`config.mk`:
```
export PLATFORM = sky130hd
export DESIGN_NAME = ser_add_host
export DESIGN_NICKNAME = d
export VERILOG_FILES = /design/src/rtl/ser_add_pkg.sv /design/src/rtl/ser_shift_reg.sv /design/src/rtl/ser_add_host.sv
export SDC_FILE = /design/constraint.sdc
export NUM_CORES = 1
export LEC_CHECK = 0
export CORE_MARGIN = 1
export CORE_UTILIZATION = 60
export DETAILED_ROUTE_END_ITERATION = 8
export DONT_BUFFER_PORTS = 1
export PLACE_DENSITY = 0.76
export SETUP_SLACK_MARGIN = 0.4
export SLEW_MARGIN = 20
export SYNTH_ARGS = -nofsm -noshare
export SYNTH_HDL_FRONTEND = slang
export SYNTH_SLANG_ARGS = --single-unit
export TNS_END_PERCENT = 100
```
`constraint.sdc`:
```
create_clock -name clk -period 2.33 [get_ports clk]
set_input_delay 0.5825 -clock clk [delete_from_list [all_inputs] [get_ports clk]]
set_output_delay 0.5825 -clock clk [all_outputs]
set_load 0.02 [all_outputs]
```
`src/rtl/ser_add_pkg.sv`:
```
// Shared constants for the bit-serial adder host: FSM encodings, default
// geometry and the cycle-counter width helper.
package ser_add_pkg;

  localparam int DEF_WIDTH    = 4;
  localparam int DEF_PIPE_LAT = 8;

  localparam logic [1:0] ST_IDLE  = 2'd0;
  localparam logic [1:0] ST_SHIFT = 2'd1;
  localparam logic [1:0] ST_FLUSH = 2'd2;
  localparam logic [1:0] ST_DRAIN = 2'd3;

  // Bits needed to hold values 0..span-1 (ceil(log2(span)), minimum 1).
  function automatic int cnt_width(input int span);
    int w;
    for (w = 1; (1 << w) < span; w++) begin
    end
    return w;
  endfunction

endpackage

```
`src/rtl/ser_shift_reg.sv`:
```
// WIDTH-bit shift register: parallel load, right shift with serial input at
// the MSB. Used both to serialise operands (q[0] is the serial bit) and to
// deserialise the LSB-first sum stream.
module ser_shift_reg #(
  parameter int WIDTH = 4
) (
  input  logic             clk,
  input  logic             rst,
  input  logic             load,
  input  logic             shift,
  input  logic [WIDTH-1:0] pdata,
  input  logic             sin,
  output logic [WIDTH-1:0] q
);

  // NOTE: the storage is reset with everything else, so an aborted word never
  // leaves stale bits on the serial lines or in the capture staging.
  always_ff @(posedge clk or negedge rst) begin
    if (!rst) begin
      q <= '0;
    end else if (load) begin
      // NOTE: non-blocking assignment; every flop samples the pre-edge value.
      q <= pdata;
    end else if (shift) begin
      q <= {sin, q[WIDTH-1:1]};
    end
  end

endmodule

```
`src/rtl/ser_add_host.sv`:
```
// Host side of the bit-serial adder: parallel operands in, LSB-first serial
// A/B out, serial sum (plus final carry) captured back into a parallel word.
// Define SER_ADD_HOST_OVF_EN to add the signed-overflow output out_ovf.
module ser_add_host
  import ser_add_pkg::*;
#(
  parameter int WIDTH    = DEF_WIDTH,
  parameter int PIPE_LAT = DEF_PIPE_LAT
) (
  input  logic             clk,
  input  logic             rst,
  input  logic             in_valid,
  output logic             in_ready,
  input  logic [WIDTH-1:0] in_a,
  input  logic [WIDTH-1:0] in_b,
  output logic             ser_a,
  output logic             ser_b,
  output logic             ser_en,
  input  logic             ser_sum,
  output logic             out_valid,
  output logic [WIDTH-1:0] out_sum,
  output logic             out_carry,
`ifdef SER_ADD_HOST_OVF_EN
  output logic             out_ovf,
`endif
  output logic             busy
);

  localparam int CNT_W = cnt_width(WIDTH + PIPE_LAT + 2);

  // cnt holds j-1 while edge e(j) is pending, so each event compares against j-1.
  localparam logic [CNT_W-1:0] LAST_BIT = CNT_W'(WIDTH - 1);
  localparam logic [CNT_W-1:0] CAP_LO   = CNT_W'(PIPE_LAT);
  localparam logic [CNT_W-1:0] CAP_HI   = CNT_W'(PIPE_LAT + WIDTH - 1);
  localparam logic [CNT_W-1:0] DONE     = CNT_W'(PIPE_LAT + WIDTH);
  localparam logic [CNT_W-1:0] CNT_ONE  = CNT_W'(1);

  logic [1:0]       state;
  logic [CNT_W-1:0] cnt;
  logic             accept;
  logic             op_shift;
  logic             cap_shift;
  logic [WIDTH-1:0] a_q;
  logic [WIDTH-1:0] b_q;
  logic [WIDTH-1:0] sum_q;
  logic             unused_op_bits;

  assign busy     = (state != ST_IDLE);
  assign in_ready = rst & (state == ST_IDLE);
  assign accept   = in_valid & in_ready;
  assign op_shift = (state == ST_SHIFT);

  // Capture follows the counter alone so it may overlap SHIFT/FLUSH.
  assign cap_shift = (cnt >= CAP_LO) && (cnt <= CAP_HI);

  // q[0] of each operand register is the registered serial line; shifting in
  // zeros leaves it at 0 once all WIDTH bits have gone out.
  assign ser_a = a_q[0];
  assign ser_b = b_q[0];
  assign unused_op_bits = ^{a_q[WIDTH-1:1], b_q[WIDTH-1:1]};

  ser_shift_reg #(.WIDTH(WIDTH)) u_op_a (
    .clk   (clk),
    .rst   (rst),
    .load  (accept),
    .shift (op_shift),
    .pdata (in_a),
    .sin   (1'b0),
    .q     (a_q)
  );

  ser_shift_reg #(.WIDTH(WIDTH)) u_op_b (
    .clk   (clk),
    .rst   (rst),
    .load  (accept),
    .shift (op_shift),
    .pdata (in_b),
    .sin   (1'b0),
    .q     (b_q)
  );

  ser_shift_reg #(.WIDTH(WIDTH)) u_sum (
    .clk   (clk),
    .rst   (rst),
    .load  (1'b0),
    .shift (cap_shift),
    .pdata ({WIDTH{1'b0}}),
    .sin   (ser_sum),
    .q     (sum_q)
  );

  always_ff @(posedge clk or negedge rst) begin
    if (!rst) begin
      state     <= ST_IDLE;
      cnt       <= '0;
      ser_en    <= 1'b0;
      out_valid <= 1'b0;
      out_sum   <= '0;
      out_carry <= 1'b0;
    end else begin
      out_valid <= 1'b0;
      case (state)
        ST_IDLE: begin
          cnt <= '0;
          if (accept) begin
            ser_en <= 1'b1;
            state  <= ST_SHIFT;
          end
        end
        ST_SHIFT: begin
          cnt <= cnt + CNT_ONE;
          if (cnt == LAST_BIT) begin
            ser_en <= 1'b0;
            state  <= ST_FLUSH;
          end
        end
        ST_FLUSH: begin
          // Zeros go in this cycle: the sum bit is the pending carry and the
          // adder's carry register clears for the next word.
          cnt   <= cnt + CNT_ONE;
          state <= ST_DRAIN;
        end
        ST_DRAIN: begin
          if (cnt == DONE) begin
            cnt       <= '0;
            state     <= ST_IDLE;
            out_valid <= 1'b1;
            out_sum   <= sum_q;
            out_carry <= ser_sum;
          end else begin
            cnt <= cnt + CNT_ONE;
          end
        end
        default: begin
          cnt   <= '0;
          state <= ST_IDLE;
        end
      endcase
    end
  end

`ifdef SER_ADD_HOST_OVF_EN
  logic a_msb;
  logic b_msb;

  always_ff @(posedge clk or negedge rst) begin
    if (!rst) begin
      a_msb   <= 1'b0;
      b_msb   <= 1'b0;
      out_ovf <= 1'b0;
    end else begin
      if (accept) begin
        a_msb <= in_a[WIDTH-1];
        b_msb <= in_b[WIDTH-1];
      end
      // Carry into the MSB differs from carry out of it on signed overflow.
      if ((state == ST_DRAIN) && (cnt == DONE)) begin
        out_ovf <= a_msb ^ b_msb ^ sum_q[WIDTH-1] ^ ser_sum;
      end
    end
  end
`endif

endmodule
```
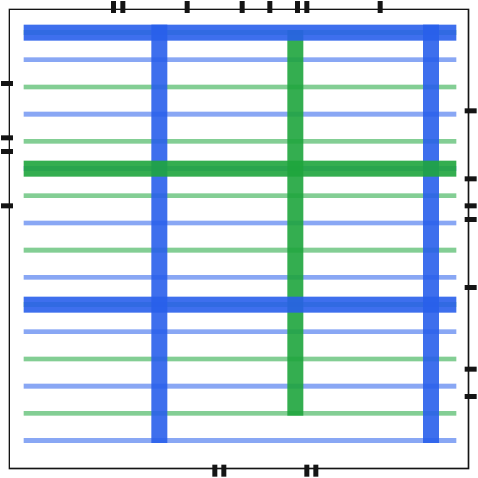
**Above:** run 1 (floorplan with the power grid).
Scale: 10 px per um. Pins as bars on the die edge.
VDD -> green
VSS -> blue
met4 straps = 3
met1 rails = 16
met5 straps = 3
rows = 15
signal pins = 23

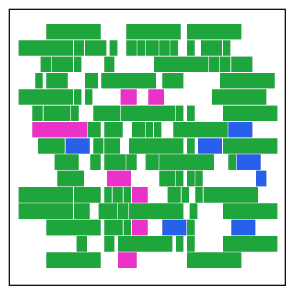
**Above:** run 1 (cell sizes after repair).
Scale: 6 px per um.
x2 -> blue  # cells 7
x1 and smaller -> green  # cells 93
x3 and x4 -> magenta  # cells 7
Non-Clock Buffer Count: 1
area growth from synthesis to layout: 5.66%
Setup WS post-layout: 0.482 ns

==> flow_summary_export.csv, run 1 <==
group,metric,value,unit
outcome,status,"finished, final reports clean",
logic_synthesis,area_leaders,"dfrtp_1 54%, ha_1 6.5%, nand2_1 6.5%",
pwr,clkPwrFrac,14.0,%
grt,busiest_layer,"met2",
worst_setup_path,critPathSlowestCell,"dfrtp_1",
routing,drc,0,
place,hpwl,1280,um
final_timing,setup_viol,0,
logic_synthesis,ys_cells,106,
run,max_cap_violations,0,
grt,grt_use_total,19.6,%
final_timing,hold_viol,0,
run,tool_warnings,30,
worst_setup_path,path_cells,"inv_1 -> ha_4 -> and2_4",
place,place_congestion,0.756,
routing,wl_met3,100,um
worst_setup_path,slowest_delay,0.43,ns
logic_synthesis,ys_top_cells_by_count,"25 x dfrtp_1, 20 x nand2_1, 8 x o21ai_0",
worst_setup_path,arrival,1.27,ns
logic_synthesis,ys_ff,25,
layout,fin_util,68.9,%
pwr,vdd_drop_max,0.000746,V
cts,clock_tree.buffer_depth,2,
logic_synthesis,yosys_area,1150,um^2
logic_synthesis,async_flop_share,100,%
layout,layout-drive-gt1-share,13.1,%
cts,cts_tree,"yes",
worst_setup_path,setup.worst_path.end_class,"primary output",
worst_setup_path,critPathCapture,"in_ready",
routing,antenna_left,0,
routing,firstDrtPassIters,6,
logic_synthesis,flop_cell,"dfrtp_1",
floorplan,die_w,45.8,um
pwr,pg_seq,0.669,mW
grt,grt_pass1_vias,669,
place,port_buffers,0,
final_timing,tns,0,ns
layout,n_antenna_cell,0,
hold_path,hold_path.class,"input port to asynchronous set/reset pin",
cts,cts_made_buffers,3,
final_timing,worstMarginPinSlew,0.543,ns
logic_synthesis,syn_nets,124,
layout,layout_top_cells,"25 x dfrtp_1, 20 x nand2_1, 8 x o21ai_0",
grt,antenna_found_initial,0,
floorplan,core_area,1760,um^2
floorplan,rows,15,
pwr,p_int,0.857,mW
final_timing,slew_viol_final,0,
worst_setup_path,reg2reg_depth,4,
pwr,p_leak,0.581,nW
grt,use_met1,22.6,%
logic_synthesis,edf_count,0,
logic_synthesis,top_cell_area_share,54.4,%
pwr,swShare,37.4,%
pwr,p_sw,0.511,mW
cts,clock_sinks,25,
logic_synthesis,netlist_area,1150,um^2
layout,final_nets,126,
final_timing,grt_setup_unrepaired,"no",
floorplan,pin_count,23,
floorplan,fp_util,65.2,%
pwr,p_per_area,1130,nW/um^2
cts,insertion_delay,0.32,ns
worst_setup_path,worstReg2RegStart,"cnt[0]",
worst_setup_path,cp-startpoint,"state[0]",
worst_setup_path,worstSetupStartpointType,"flop",
final_timing,fmax,541,MHz
routing,m1WireLength,795,um
worst_setup_path,timing.rr.end,"state[1]",
worst_setup_path,cp_max_fo,11,
cts,cts_max_level,1,
routing,drt-vias-per-instance,5.61,
floorplan,chipHeight,45.8,um
pwr,maxPowerGroup,"registers",
logic_synthesis,avgSynthCellArea,10.8,um^2
worst_setup_path,path_class,"flop to primary output",
pwr,pg_comb,0.507,mW
logic_synthesis,top_cell,"dfrtp_1",
routing,dr.first_iter.drc_count,13,
grt,grt_overflow_total,0,
final_timing,slew-limit-headroom,63.8,%
routing,met2_length,866,um
routing,wire_per_inst,13.6,um
logic_synthesis,ys_types,28,
worst_setup_path,cp.required,1.75,ns
worst_setup_path,r2r_slack,0.53,ns
final_timing,post-route-period-util,79.3,%
logic_synthesis,ys_seq_share,54.4,%
logic_synthesis,synth_area_leader_cell,"dfrtp_1",
logic_synthesis,syn_inst,106,
pwr,pg_clk,0.192,mW
cts,clkTransAtPathRegs,0.14,ns
layout,mostFrequentLayoutCell,"dfrtp_1",
pwr,power_frac_comb,37.1,%
cts,clockRootBuffer,"clkbuf_4",
grt,grt_max_degree,26,
routing,maxUsedRoutingLayer,"met4",
floorplan,dieArea,2100,um^2
final_timing,period_needed,1.85,ns
grt,met3_usage,6.35,%
final_timing,skew,0.00859,ns
pwr,pwr-share-seq,48.9,%
logic_synthesis,synth.yosys.warnings,0,
grt,grt_pass1_wl,2840,um
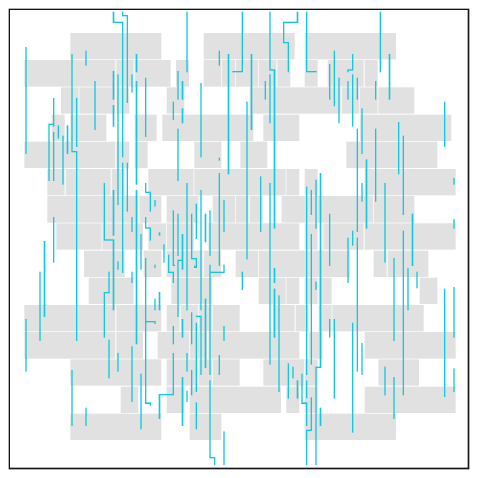
**Above:** run 1 (M2 wires).
Scale: 10 px per um.
nets with wire on the layer = 101
share of all routed wire = 48%
longest straight run = 19.4 um
main direction = vertical
wire length on this layer = 866 um
routed wire length: 1800 um
vias: 741
met2 Usage GRT: 32.3%

run 1: worst max-delay path: cells and delay by family (launching register included):
kind,cells,cell delay [ns]
DFF,1,0.43
adders and majority gates,1,0.21
and+or+nand+nor,1,0.19
buffers and inverters,1,0.13
run 1: sequential cells by signal, indices dropped and copies added (netlist names):
name / flops
cnt: 4
out_sum: 4
u_op_a.q: 4
u_op_b.q: 4
u_sum.q: 4
state: 2
out_carry: 1
out_valid: 1
ser_en: 1
run 1: stage by stage:
stage | hold WS, ns | cell area [um^2] | cells | setup slack [ns] | power [mW]
4_1_cts | 0.361 | 1220 | 132 | 0.439 | 1.38
5_1_grt | 0.242 | 1210 | 132 | 0.408 | 1.48
3_5_place_dp | 0.287 | 1160 | 127 | 0.446 | 1.15
2_1_floorplan | 0.287 | 1150 | 106 | 0.649 | 1.05
3_3_place_gp | 0.287 | 1160 | 127 | 0.531 | 1.11
6_report | 0.226 | 1210 | 132 | 0.482 | 1.37
run 1: layout make-up:
cell class,count,area [um^2]
Clock buffer,3,22.5
Multi-Input combinational cell,70,497
Timing Repair Buffer,1,5.00
Inverter,7,26.3
Fill cell,136,549
Sequential cell,25,626
Clock inverter,1,7.51
Tap cell,25,31.3
run 1: cells by family (layout without fill, tap and decap cells):
family	Yosys count	count (layout)	share of synthesized area, %
buffers and inverters	11	12	3.70
AND/OR/NAND/NOR	36	36	15.0
flip-flops	25	25	54.4
XOR/XNOR	2	2	1.52
adder cells (fa/ha/maj)	6	6	6.53
AND-OR/OR-AND	14	14	7.73
multiplexers	12	12	11.1
run 1: repair_timing:
item	CTS	global route
resized	3	1
hold buffers	1	0
endpoints found under the setup margin	2	1
hold endpoints to repair	25	0
buffers inserted	0	0
**Run 1: signal metal coverage by tile**

Scale: 8 px per um. 9 x 9 tiles, from dark purple (low) to yellow (high), scaled to the fullest tile. Values are wire area over tile area, all layers added.
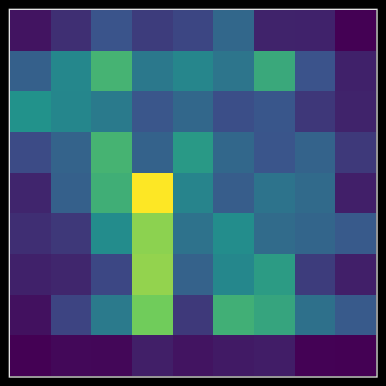

==> inputs of run 2 (changes only) <==
clock period = 1.9 ns   (was 2.33 ns; I/O delays follow)
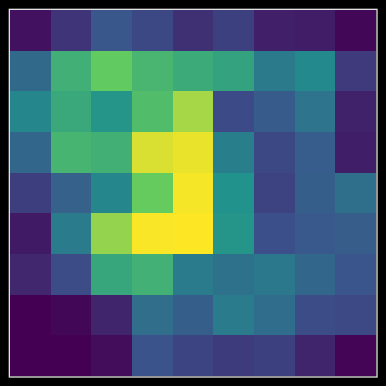
**Above:** run 2 (signal metal coverage by tile).
Scale: 8 px per um. 9 x 9 tiles, from dark purple (low) to yellow (high), scaled to the fullest tile. Values are wire area over tile area, all layers added.
mean over tiles = 0.18
densest ninth of the die = middle
emptiest ninth of the die = bottom left
fullest tile = 0.49
nearly empty tiles = 7.4%
vias: 852
routed len/inst: 16.1 um
routed wire length: 2370 um

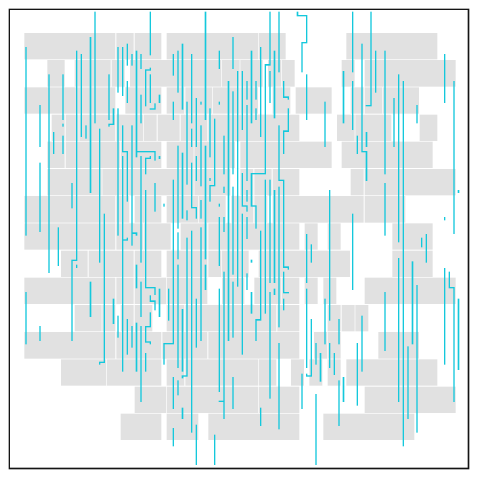
**Above:** run 2 (M2 wires).
Scale: 10 px per um.
main direction = vertical
nets with wire on the layer = 117
longest straight run = 36.4 um
share of all routed wire = 50%

==> flow_summary_export.csv, run 2 <==
group,metric,value,unit
layout,layout_top_cells,"25 x dfrtp_1, 20 x nand2_1, 12 x buf_4",
logic_synthesis,ys_cells,106,
worst_setup_path,r2r_slack,0.06,ns
routing,firstDrtPassIters,4,
floorplan,die_w,45.8,um
final_timing,slew-limit-headroom,64.2,%
logic_synthesis,top_cell,"dfrtp_1",
grt,grt_use_total,24.0,%
logic_synthesis,ys_sh_simple,15.0,%
logic_synthesis,synthXorXnorAreaFrac,1.52,%
pwr,power_frac_comb,50.2,%
logic_synthesis,avgSynthCellArea,10.8,um^2
floorplan,chipHeight,45.8,um
grt,grt_pass1_vias,793,
pwr,vdd_drop_max,0.00107,V
pwr,p_sw,0.776,mW
logic_synthesis,synth_area_leader_cell,"dfrtp_1",
logic_synthesis,ys_types,28,
logic_synthesis,area_leaders,"dfrtp_1 54%, ha_1 6.5%, nand2_1 6.5%",
grt,use_met1,30.0,%
logic_synthesis,flop_cell,"dfrtp_1",
pwr,p_per_area,1540,nW/um^2
logic_synthesis,synth.area.mux_share,11.1,%
grt,busiest_layer,"met2",
layout,final_cell_count_no_fill,147,
layout,final_nets,141,
pwr,swShare,36.7,%
routing,drc,0,
cts,clock_tree.buffer_depth,2,
final_timing,fmax,543,MHz
grt,grt_max_degree,26,
worst_setup_path,worstReg2RegStart,"cnt[0]",
worst_setup_path,timing.rr.end,"state[1]",
worst_setup_path,arrival,2.07,ns
logic_synthesis,top_cell_area_share,54.4,%
grt,met2_usage,38.0,%
run,tool_warnings,33,
floorplan,rows,15,
worst_setup_path,cp-startpoint,"cnt[0]",
place,hpwl,1340,um
grt,grt_overflow_total,0,
routing,drt-vias-per-instance,5.80,
floorplan,core_area,1760,um^2
cts,cts_tree,"yes",
routing,wl_met3,118,um
routing,dr.first_iter.drc_count,27,
layout,layout-drive-gt1-share,30.3,%
final_timing,hold_viol,0,
final_timing,setup_viol,0,
final_timing,worstMarginPinSlew,0.536,ns
worst_setup_path,worstSetupStartpointType,"flop",
cts,cts_made_buffers,3,
cts,clockRootBuffer,"clkbuf_4",
floorplan,dieArea,2100,um^2
pwr,p_int,1.34,mW
cts,cts_max_level,1,
logic_synthesis,netlist_area,1150,um^2
cts,insertion_delay,0.32,ns
logic_synthesis,adder_share,6.53,%
worst_setup_path,critPathCapture,"state[1]",
grt,grt_pass1_wl,3440,um
final_timing,period_needed,1.84,ns
final_timing,slew_viol_final,0,
logic_synthesis,logic_family,"simple AND/OR/NAND/NOR gates",
grt,antenna_found_initial,0,
logic_synthesis,async_flop_share,100,%
routing,maxUsedRoutingLayer,"met4",
final_timing,tns,0,ns
cts,clock_sinks,25,
routing,m1WireLength,993,um
outcome,status,"finished, final reports clean",
logic_synthesis,syn_nets,124,
grt,met3_usage,5.95,%
layout,n_antenna_cell,0,
place,port_buffers,0,
place,dp_cells,129,
floorplan,fp_util,65.2,%
run 2: repair_timing:
item                                   4_1_cts  5_1_grt
gates cloned                                 0        0
resized                                     13        4
setup buffers                                9        4
hold buffers                                 1        0
pin swaps                                    1        3
setup endpoints to repair                   13       18
endpoints found under the hold margin       25        0
run 2: per-stage QoR:
step / util [%] / area, um^2 / hold slack [ns] / power (mW) / setup WS (ns)
after floorplan: - / 1160 / 0.179 / 1.31 / 0.228
after global routing: 77.5 / 1370 / 0.135 / 2.24 / 0.0159
after global placement: 66.9 / 1180 / 0.180 / 1.40 / 0.161
after detailed placement: 66.9 / 1180 / 0.180 / 1.43 / 0.108
after CTS: 75.5 / 1330 / 0.264 / 1.94 / 0.114
final: 77.5 / 1370 / 0.113 / 2.11 / 0.0570
run 2: how the worst min path moves through the flow:
stage | start | end | cells past startpoint
2_1_floorplan | rst | cnt[0] | 0
5_1_grt | rst | out_valid | 1
6_report | rst | u_op_a.q[0] | 1
4_1_cts | ser_sum | u_sum.q[3] | 2
3_5_place_dp | rst | out_sum[0] | 0
3_3_place_gp | rst | out_sum[1] | 0
run 2: critical path, stage by stage (launching register included):
cell,delay (ns)
dfrtp_1,0.41
ha_2,0.21
or3b_4,0.38
a222oi_1,0.27
buf_4,0.19
mux2_4,0.29
run 2: power by group through the flow:
stage,combinational [mW],clock [mW],sequential [mW]
2_1_floorplan,0.509,0,0.802
3_3_place_gp,0.576,0,0.820
3_5_place_dp,0.607,0,0.827
4_1_cts,0.892,0.237,0.808
5_1_grt,1.14,0.269,0.829
6_report,1.06,0.238,0.813
run 2: area by class of cell:
cell class / count / area, um^2
tap: 25 / 31.3
clock inverter: 1 / 5.00
multi-input combinational: 70 / 512
timing repair buffer: 16 / 138
fill: 110 / 397
sequential: 25 / 626
clock buffer: 3 / 22.5
inverter: 7 / 33.8
Power is estimated from default activity; no workload was simulated.
